### config.mk
export PLATFORM = sky130hd
export DESIGN_NAME = uart_rx_param_flat
export DESIGN_NICKNAME = d
export VERILOG_FILES = /design/src/rtl/uart_rx_param_if.sv /design/src/rtl/uart_rx_param.sv /design/src/flat_wrapper.sv
export SDC_FILE = /design/constraint.sdc
export NUM_CORES = 1
export LEC_CHECK = 0
export CAP_MARGIN = 20
export CORE_UTILIZATION = 55
export DETAILED_ROUTE_END_ITERATION = 10
export PLACE_DENSITY = 0.76
export SYNTH_ARGS = -nofsm -noshare
export SYNTH_HDL_FRONTEND = slang
export SYNTH_SLANG_ARGS = --single-unit
### constraint.sdc
create_clock -name internal_clk -period 3.83 [get_ports internal_clk]
set_input_delay 0.766 -clock internal_clk [delete_from_list [all_inputs] [get_ports internal_clk]]
set_output_delay 0.766 -clock internal_clk [all_outputs]
set_load 0.005 [all_outputs]
### src/rtl/uart_rx_param_if.sv
// Received-word handshake bundle between the UART receive engine and its consumer.
interface uart_rx_param_if #(
  parameter int unsigned DATA_BITS = 8
);
  logic [DATA_BITS-1:0] o_data;
  logic                 o_valid;
  logic                 i_ready;
  logic                 o_parity_err;
  logic                 o_frame_err;
  logic                 o_overrun;

  modport master (
    output o_data, o_valid, o_parity_err, o_frame_err, o_overrun,
    input  i_ready
  );

  modport slave (
    input  o_data, o_valid, o_parity_err, o_frame_err, o_overrun,
    output i_ready
  );
endinterface

### src/rtl/uart_rx_param.sv
// Parametrised UART receiver: synchroniser, glitch filter, mid-bit sampling FSM
// and a valid/ready output register with per-word error flags and sticky overrun.
module uart_rx_param #(
  parameter int unsigned CLKS_PER_BIT = 16,
  parameter int unsigned DATA_BITS    = 8,
  parameter int unsigned PARITY       = 0,
  parameter int unsigned STOP_BITS    = 1,
  parameter int unsigned SYNC_STAGES  = 2,
  parameter int unsigned FILTER_LEN   = 4
) (
  input  logic             internal_clk,
  input  logic             i_rst,
  input  logic             i_rx,
  output logic             o_busy,
  uart_rx_param_if.master  rx_if
);

  localparam int unsigned CNT_W = $clog2(CLKS_PER_BIT);
  localparam int unsigned FLT_W = $clog2(FILTER_LEN);
  localparam int unsigned IDX_W = $clog2(DATA_BITS);
  localparam logic [CNT_W-1:0] HALF_LOAD = CNT_W'(CLKS_PER_BIT / 2 - 1);
  localparam logic [CNT_W-1:0] FULL_LOAD = CNT_W'(CLKS_PER_BIT - 1);
  localparam logic [FLT_W-1:0] FLT_LAST  = FLT_W'(FILTER_LEN - 1);
  localparam logic [IDX_W-1:0] LAST_DATA = IDX_W'(DATA_BITS - 1);
  localparam logic [IDX_W-1:0] LAST_STOP = IDX_W'(STOP_BITS - 1);

  typedef enum logic [2:0] {
    ST_IDLE, ST_START, ST_DATA, ST_PARITY, ST_STOP, ST_WAIT_IDLE
  } state_t;

  logic [SYNC_STAGES-1:0] sync_q;
  logic                   sync_rx;
  logic [FLT_W-1:0]       flt_cnt_q;
  logic                   rx_f;

  state_t                 state_q, state_d;
  logic [CNT_W-1:0]       cnt_q, cnt_d;
  logic [IDX_W-1:0]       idx_q, idx_d;
  logic [DATA_BITS-1:0]   shift_q, shift_d;
  logic                   perr_q, perr_d;
  logic                   ferr_q, ferr_d;
  logic                   done_q, done_d;
  logic                   busy_q, busy_d;

  logic [DATA_BITS-1:0]   out_data_q, out_data_d;
  logic                   out_valid_q, out_valid_d;
  logic                   out_perr_q, out_perr_d;
  logic                   out_ferr_q, out_ferr_d;
  logic                   out_ovr_q, out_ovr_d;

  logic                   tick;
  logic                   ones_odd;
  logic                   accept;
  logic                   drop;

  // Synchroniser chain, idles high like the line
  always_ff @(posedge internal_clk or posedge i_rst) begin
    if (i_rst) sync_q <= '1;
    else       sync_q <= {sync_q[SYNC_STAGES-2:0], i_rx};
  end
  assign sync_rx = sync_q[SYNC_STAGES-1];

  // rx_f follows the synchronised line only after FILTER_LEN agreeing samples
  always_ff @(posedge internal_clk or posedge i_rst) begin
    if (i_rst) begin
      rx_f      <= 1'b1;
      flt_cnt_q <= '0;
    end else if (sync_rx == rx_f) begin
      flt_cnt_q <= '0;
    end else if (flt_cnt_q == FLT_LAST) begin
      rx_f      <= sync_rx;
      flt_cnt_q <= '0;
    end else begin
      flt_cnt_q <= flt_cnt_q + FLT_W'(1);
    end
  end

  always_ff @(posedge internal_clk or posedge i_rst) begin
    if (i_rst) begin
      state_q     <= ST_IDLE;
      cnt_q       <= '0;
      idx_q       <= '0;
      shift_q     <= '0;
      perr_q      <= 1'b0;
      ferr_q      <= 1'b0;
      done_q      <= 1'b0;
      busy_q      <= 1'b0;
      out_data_q  <= '0;
      out_valid_q <= 1'b0;
      out_perr_q  <= 1'b0;
      out_ferr_q  <= 1'b0;
      out_ovr_q   <= 1'b0;
    end else begin
      state_q     <= state_d;
      cnt_q       <= cnt_d;
      idx_q       <= idx_d;
      shift_q     <= shift_d;
      perr_q      <= perr_d;
      ferr_q      <= ferr_d;
      done_q      <= done_d;
      busy_q      <= busy_d;
      out_data_q  <= out_data_d;
      out_valid_q <= out_valid_d;
      out_perr_q  <= out_perr_d;
      out_ferr_q  <= out_ferr_d;
      out_ovr_q   <= out_ovr_d;
    end
  end

  assign tick     = (cnt_q == '0);
  assign ones_odd = ^{shift_q, rx_f};
  assign accept   = out_valid_q & rx_if.i_ready;
  assign drop     = done_q & out_valid_q & ~accept;

  always_comb begin
    state_d     = state_q;
    cnt_d       = cnt_q - CNT_W'(1);
    idx_d       = idx_q;
    shift_d     = shift_q;
    perr_d      = perr_q;
    ferr_d      = ferr_q;
    done_d      = 1'b0;
    out_data_d  = out_data_q;
    out_valid_d = out_valid_q;
    out_perr_d  = out_perr_q;
    out_ferr_d  = out_ferr_q;
    out_ovr_d   = out_ovr_q;

    case (state_q)
      ST_IDLE: begin
        cnt_d = cnt_q;
        if (!rx_f) begin
          state_d = ST_START;
          cnt_d   = HALF_LOAD;
          idx_d   = '0;
          perr_d  = 1'b0;
          ferr_d  = 1'b0;
        end
      end
      ST_START: begin
        if (tick) begin
          cnt_d   = FULL_LOAD;
          state_d = rx_f ? ST_IDLE : ST_DATA;
        end
      end
      ST_DATA: begin
        if (tick) begin
          cnt_d   = FULL_LOAD;
          shift_d = {rx_f, shift_q[DATA_BITS-1:1]};
          if (idx_q == LAST_DATA) begin
            idx_d   = '0;
            state_d = (PARITY != 0) ? ST_PARITY : ST_STOP;
          end else begin
            idx_d = idx_q + IDX_W'(1);
          end
        end
      end
      ST_PARITY: begin
        if (tick) begin
          cnt_d   = FULL_LOAD;
          perr_d  = (PARITY == 1) ? ~ones_odd : ones_odd;
          state_d = ST_STOP;
        end
      end
      ST_STOP: begin
        if (tick) begin
          cnt_d = FULL_LOAD;
          if (!rx_f) ferr_d = 1'b1;
          if (idx_q == LAST_STOP) begin
            done_d  = 1'b1;
            // A low final stop may be a break: wait for the line to recover
            state_d = rx_f ? ST_IDLE : ST_WAIT_IDLE;
          end else begin
            idx_d = idx_q + IDX_W'(1);
          end
        end
      end
      ST_WAIT_IDLE: begin
        cnt_d = cnt_q;
        if (rx_f) state_d = ST_IDLE;
      end
      default: state_d = ST_IDLE;
    endcase

    // Completed frame loads the holding register unless an unaccepted word blocks it
    if (drop)        out_ovr_d = 1'b1;
    else if (accept) out_ovr_d = 1'b0;

    if (done_q && !drop) begin
      out_valid_d = 1'b1;
      out_data_d  = shift_q;
      out_perr_d  = perr_q;
      out_ferr_d  = ferr_q;
    end else if (accept) begin
      out_valid_d = 1'b0;
    end

    busy_d = done_d || ((state_d != ST_IDLE) && (state_d != ST_WAIT_IDLE));
  end

  assign o_busy             = busy_q;
  assign rx_if.o_data       = out_data_q;
  assign rx_if.o_valid      = out_valid_q;
  assign rx_if.o_parity_err = out_perr_q;
  assign rx_if.o_frame_err  = out_ferr_q;
  assign rx_if.o_overrun    = out_ovr_q;

endmodule

### src/flat_wrapper.sv
// flat-port wrapper written by rule: the top's interface ports become plain ports
module uart_rx_param_flat 
#(
  parameter int unsigned CLKS_PER_BIT = 16,
  parameter int unsigned DATA_BITS    = 8,
  parameter int unsigned PARITY       = 0,
  parameter int unsigned STOP_BITS    = 1,
  parameter int unsigned SYNC_STAGES  = 2,
  parameter int unsigned FILTER_LEN   = 4
)
  (internal_clk, i_rst, i_rx, o_busy, rx_if_o_data, rx_if_o_valid, rx_if_o_parity_err, rx_if_o_frame_err, rx_if_o_overrun, rx_if_i_ready);
  uart_rx_param_if #(.DATA_BITS(DATA_BITS)) rx_if_i ();
  input  logic internal_clk;
  input  logic i_rst;
  input  logic i_rx;
  output logic o_busy;
  output wire logic [$bits(rx_if_i.o_data)-1:0] rx_if_o_data;
  output wire logic [$bits(rx_if_i.o_valid)-1:0] rx_if_o_valid;
  output wire logic [$bits(rx_if_i.o_parity_err)-1:0] rx_if_o_parity_err;
  output wire logic [$bits(rx_if_i.o_frame_err)-1:0] rx_if_o_frame_err;
  output wire logic [$bits(rx_if_i.o_overrun)-1:0] rx_if_o_overrun;
  input wire logic [$bits(rx_if_i.i_ready)-1:0] rx_if_i_ready;
  assign rx_if_o_data = rx_if_i.o_data;
  assign rx_if_o_valid = rx_if_i.o_valid;
  assign rx_if_o_parity_err = rx_if_i.o_parity_err;
  assign rx_if_o_frame_err = rx_if_i.o_frame_err;
  assign rx_if_o_overrun = rx_if_i.o_overrun;
  assign rx_if_i.i_ready = rx_if_i_ready;
  uart_rx_param #(.CLKS_PER_BIT(CLKS_PER_BIT), .DATA_BITS(DATA_BITS), .PARITY(PARITY), .STOP_BITS(STOP_BITS), .SYNC_STAGES(SYNC_STAGES), .FILTER_LEN(FILTER_LEN)) u_core (.internal_clk(internal_clk), .i_rst(i_rst), .i_rx(i_rx), .o_busy(o_busy), .rx_if(rx_if_i));
endmodule
Figure 1. Floorplan with the power grid (run 1).
Pins as bars on the die edge.
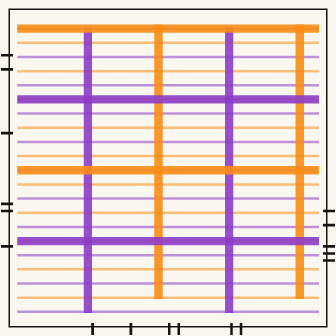
color	net
orange	VDD
purple	VSS
rows	20
met4 straps	4
die boundary height: 60.7 um
die width: 60.7 um
peak supply drop: 0.000351 V
placeable core area: 3150 um^2

Figure 2. Placement by cell class (run 1).
Bar = 20 um.
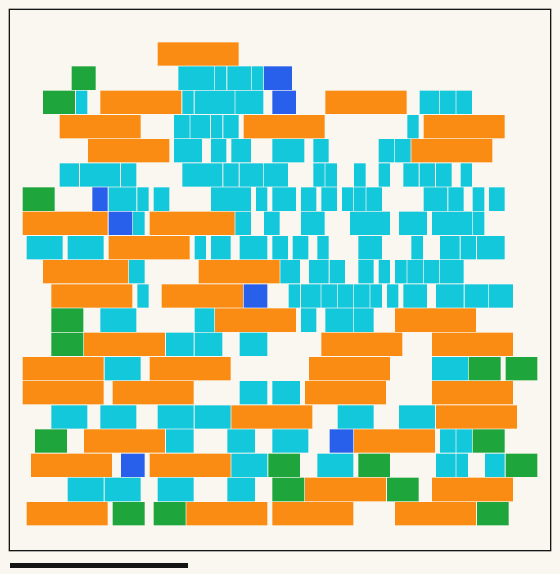
color	class	cells	share of their area
blue	clock drivers and dummy loads	7	2.5%
green	other buffers and delay cells	17	8.1%
cyan	combinational and other logic	128	42%
orange	flops	39	47%
Cell Rows: 20
Layout Cell Area excl Fill: 2130 um^2

==> flow_summary.yaml, run 1 <==
# physical design summary
clock_tree:
  clkSlewWorstSetupHoldPaths_ps: 110
  cts_max_level: 2
  holdBufCountCts: 0
  post_cts.repair.setup_buffers: 0
  cts_resized: 0
  clk_root_buffer_cell: "sky130_fd_sc_hd__clkbuf_4"
synthesis:
  ys_warn_count: 0
  synthCells: 176
  cell_with_the_most_instances_after_synthesis: "sky130_fd_sc_hd__dfrtp_1"
  post_synth_num_cell_types: 38
  post_synth.cell_area_avg_um2: 10.8
  synth_flop_count: 39
  area_share_top_type_pct: 47.5
  synth.largest_area_cell: "sky130_fd_sc_hd__dfrtp_1"
  yosysSeqAreaShare_pct: 51.7
  synth.top_cells.by_count: "sky130_fd_sc_hd__dfrtp_1, sky130_fd_sc_hd__mux2_2, sky130_fd_sc_hd__a21oi_1, sky130_fd_sc_hd__o21ai_0, sky130_fd_sc_hd__nand2_1"
  syn_area_um2: 1900
  syn_nets: 185
sta:
  timing.hold.ws_ps: 367
  transition_time_of_the_tightest_slew_check_pin_ps: 647
  finalSetupViolations: 0
  final_critical_path_setup_slack_ps: 1530
  rsz_0062_raised_after_global_routing: "false"
  finalMaxSlewViolations: 0
  fmax_mhz: 435
  timing.final.crit_period_ps: 2300
  slew_headroom_pct: 56.9
finish:
  layout_top_cells_excl_fill_tap: "sky130_fd_sc_hd__dfrtp_1, sky130_fd_sc_hd__mux2_2, sky130_fd_sc_hd__a21oi_1, sky130_fd_sc_hd__clkdlybuf4s50_1, sky130_fd_sc_hd__o21ai_0"
  dominant_kind_of_cell_by_area: "flip-flops and latches"
  layout.area.comb_um2: 842
  clock_area_share_pct: 2.41
  total_area_of_sequential_cells_um2: 980
  post_route_cells_drive_above_1_share_pct: 17.3
  final.signal_inverter_count: 8
  layout.core_utilization_pct: 67.4
  sh_seq_area_pct: 46.1
  dominant_logic_cell_type_in_the_layout: "sky130_fd_sc_hd__dfrtp_1"
  signal_buffers: 17
  num-fill-cells: 252
drt:
  remaining_drc_errors: 0
  detail_route.first_pass.iterations: 5
  drt-vias-per-instance: 5.55
  detailroute.via_count: 1304
  detail_route.iter0.violations: 98
hold_path:
  hold_class: "flip-flop to flip-flop"
  endpoint_of_the_worst_hold_timing_path: "u_core.sync_q[1]"
  hold-path-cell-count: 0
  hold_start: "u_core.sync_q[0]"
run:
  max_cap_viol_count: 0
  log.warning_count: 27
grt:
  grt_start_max_net_pins: 40
  global_route_wire_length_before_repair_mm: 5.78
  first_global_vias: 1240
  grtUsageTotal_pct: 22.1
worst_setup_path:
  timing.critical_path.slowest_stage_cell: "sky130_fd_sc_hd__or3b_1"
  cp.arrival_ps: 2580
  critical_path_peak_fanout: 7
  critPathCaptureType: "flip-flop"
  timing.critical_path.from: "u_core.cnt_q[0]"
  max_stage_delay_ps: 490
  endpoint: "u_core.idx_q[0]"
  critical_path.cell_chain: "inv_1 > ha_1 > or3b_1 > o32a_1 > or4_1 > o21ai_0"
outcome:
  outcome: "completed"
power_and_ir_drop:
  powerDensity_nw_per_um2: 582
  power.share.switching_pct: 38.4
  internal-power_uw: 762
  power.largest_group: "registers"
  seqPwrFrac_pct: 50.5
  combPwrFrac_pct: 33.3
floorplanning:
  fp_util_pct: 60.1
  n_tap_cell: 44
Figure 3. Routed clock nets over the placement (run 1).
Bar = 20 um.
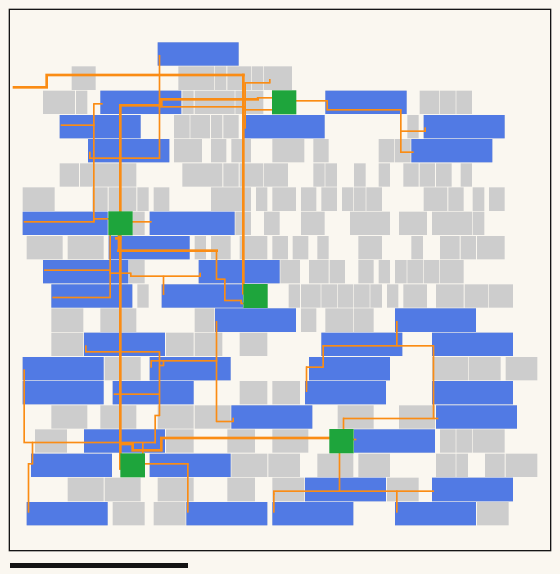
[orange] clock wires | length: 462 um
[green] clock drivers | count: 5
[blue] flip-flops | count: 39
routed clock nets	6
Clock Power Share: 16.2%
insertion delay to the later sink of the worst-skew pair: 350 ps
Power Clock: 201 uW
clock skew after layout: 9.76 ps

-- run 1: logic make-up (layout without fill, tap and decap cells) --
kind of cell,after synthesis,after routing,share of synthesized area [%]
buf+inv,17,32,3.89
flops,39,39,51.7
xor+xnor,10,10,4.62
mux,18,18,10.7
compound gates,40,40,12.3
fa+ha+maj,5,5,3.30
simple gates,47,47,13.5
-- run 1: metal layers --
metal / share of wire, % / GRT usage [%]
met4: 2.0 / 8.77
met5: 0 / 0
met2: 46 / 33.9
met3: 4.2 / 7.68
met1: 48 / 29.1
-- run 1: through the flow --
stage                     area [um^2]  total power, mW  instances
after global placement           2070             1.02        228
after floorplan                  1900            0.953        176
final                            2130             1.24        235
after global routing             2130             1.35        235
after CTS                        2130             1.24        235
after detailed placement         2070             1.04        228
Figure 4. Wiring by layer (run 1).
Two of the layers only.
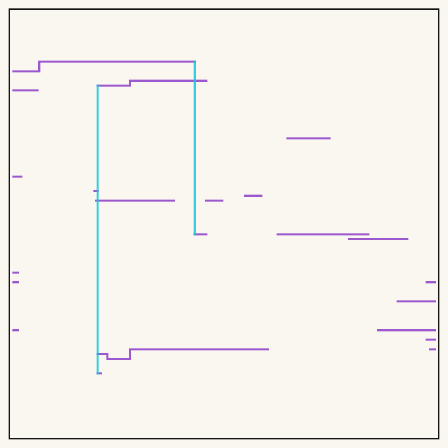

==> run 1 -> run 2 <==
Clock period 3.83 ns to 2.2 ns, I/O delays scaled along.
Figure 5. Wiring by layer (run 2).
Two of the layers only.
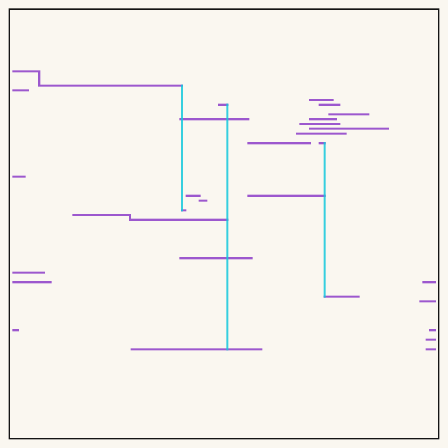
color	layer	wire length
purple	metal 3	175 um
cyan	metal 4	74.1 um
average routed wire per standard cell: 15.0 um
drt total wl: 3.65 mm
global routing usage summed across all routing layers: 24.4%

==> flow_summary.yaml, run 2 <==
# physical design summary
clock_tree:
  clkSlewWorstSetupHoldPaths_ps: 110
  cts_max_level: 2
  cts_resized: 0
  worstSkewPairLatency_ps: 360
floorplanning:
  n_tap_cell: 44
  die-height_um: 60.7
  num_rows: 20
  die_w_um: 60.7
  fp_util_pct: 60.1
synthesis:
  post_synth_num_cell_types: 38
  yosys.area_share.adder_pct: 3.30
  cell_with_the_most_instances_after_synthesis: "sky130_fd_sc_hd__dfrtp_1"
  yosys.area_share.aoi_pct: 12.3
  synth.cellmix.simpleShare_pct: 13.5
  ys_sh_mux_pct: 10.7
  yosysSeqAreaShare_pct: 51.7
  synth.largest_area_cell: "sky130_fd_sc_hd__dfrtp_1"
  top_logic_cell_family_in_the_synthesized_netlist: "simple AND/OR/NAND/NOR gates"
  area_share_top_type_pct: 47.5
  ys_warn_count: 0
  syn_nets: 185
  xor_xnor_share_pct: 4.62
drt:
  detailroute.via_count: 1397
  detail_route.first_pass.iterations: 4
  drt-vias-per-instance: 5.73
  maxUsedRoutingLayer: "met4"
  wl_met3_um: 175
  met1_length_mm: 1.61
  detailroute.wirelength.met2_mm: 1.79
  remaining_drc_errors: 0
sta:
  timing.hold.ws_ps: 366
  timing.final.crit_period_ps: 2070
  rsz_0062_raised_after_global_routing: "false"
  transition_time_of_the_tightest_slew_check_pin_ps: 675
  fmax_mhz: 483
  final_critical_path_setup_slack_ps: 131
  finalSetupViolations: 0
  worst_clock_skew_ps: 19.7
hold_path:
  hold_class: "flip-flop to flip-flop"
  endpoint_of_the_worst_hold_timing_path: "u_core.sync_q[1]"
  hold-path-cell-count: 0
finish:
  layout.area.comb_um2: 851
  layout_top_cells_excl_fill_tap: "sky130_fd_sc_hd__dfrtp_1, sky130_fd_sc_hd__mux2_2, sky130_fd_sc_hd__a21oi_1, sky130_fd_sc_hd__clkdlybuf4s50_1, sky130_fd_sc_hd__o21ai_0"
  num-fill-cells: 256
  total_area_of_sequential_cells_um2: 980
  clock_area_share_pct: 3.87
  design_area_um2: 2230
  post_route_cells_drive_above_1_share_pct: 21.5
  final.signal_inverter_count: 8
  dominant_kind_of_cell_by_area: "flip-flops and latches"
  post_layout_nonfiller_instances: 244
worst_setup_path:
  cp.arrival_ps: 2310
  max_stage_delay_ps: 540
  critical_path_peak_fanout: 9
  timing.critical_path.slowest_stage_cell: "sky130_fd_sc_hd__or3_1"
  critPathCaptureType: "flip-flop"
  endpoint: "u_core.shift_q[5]"
  critical_path.cell_chain: "inv_1 > ha_1 > or3b_4 > or3_1 > mux2_2"
  timing.critical_path.from: "u_core.cnt_q[1]"
power_and_ir_drop:
  seqPwrFrac_pct: 41.7
  combPwrFrac_pct: 37.7
  clockPowerShare_pct: 20.6
  max-vdd-ir-drop_v: 0.000674
  power.largest_group: "registers"
  powerDensity_nw_per_um2: 1100
  design_power_mw: 2.44
  internal-power_mw: 1.56
  power.clock.total_uw: 504
grt:
  global_route.usage.met1_pct: 31.6
  first_global_vias: 1395
  most_used_layer_global_route: "met2"
  groute.layer.met3.usage_pct: 4.48
outcome:
  outcome: "completed"
run:
  log.warning_count: 27
  max_cap_viol_count: 0
place:
  place.detailed.instances: 236
-- run 2: cell types whose count changed in the layout (fill, tap and decap cells not counted) --
cell / previous run / this run
sky130_fd_sc_hd__clkinv_4: 1 / 0
sky130_fd_sc_hd__clkbuf_8: 0 / 1
sky130_fd_sc_hd__nor3b_4: 0 / 1
sky130_fd_sc_hd__bufinv_16: 0 / 1
sky130_fd_sc_hd__or3b_4: 0 / 1
sky130_fd_sc_hd__buf_4: 1 / 9
sky130_fd_sc_hd__or3b_1: 1 / 0
sky130_fd_sc_hd__nor3b_2: 1 / 0
Power and IR drop assume default switching activity.
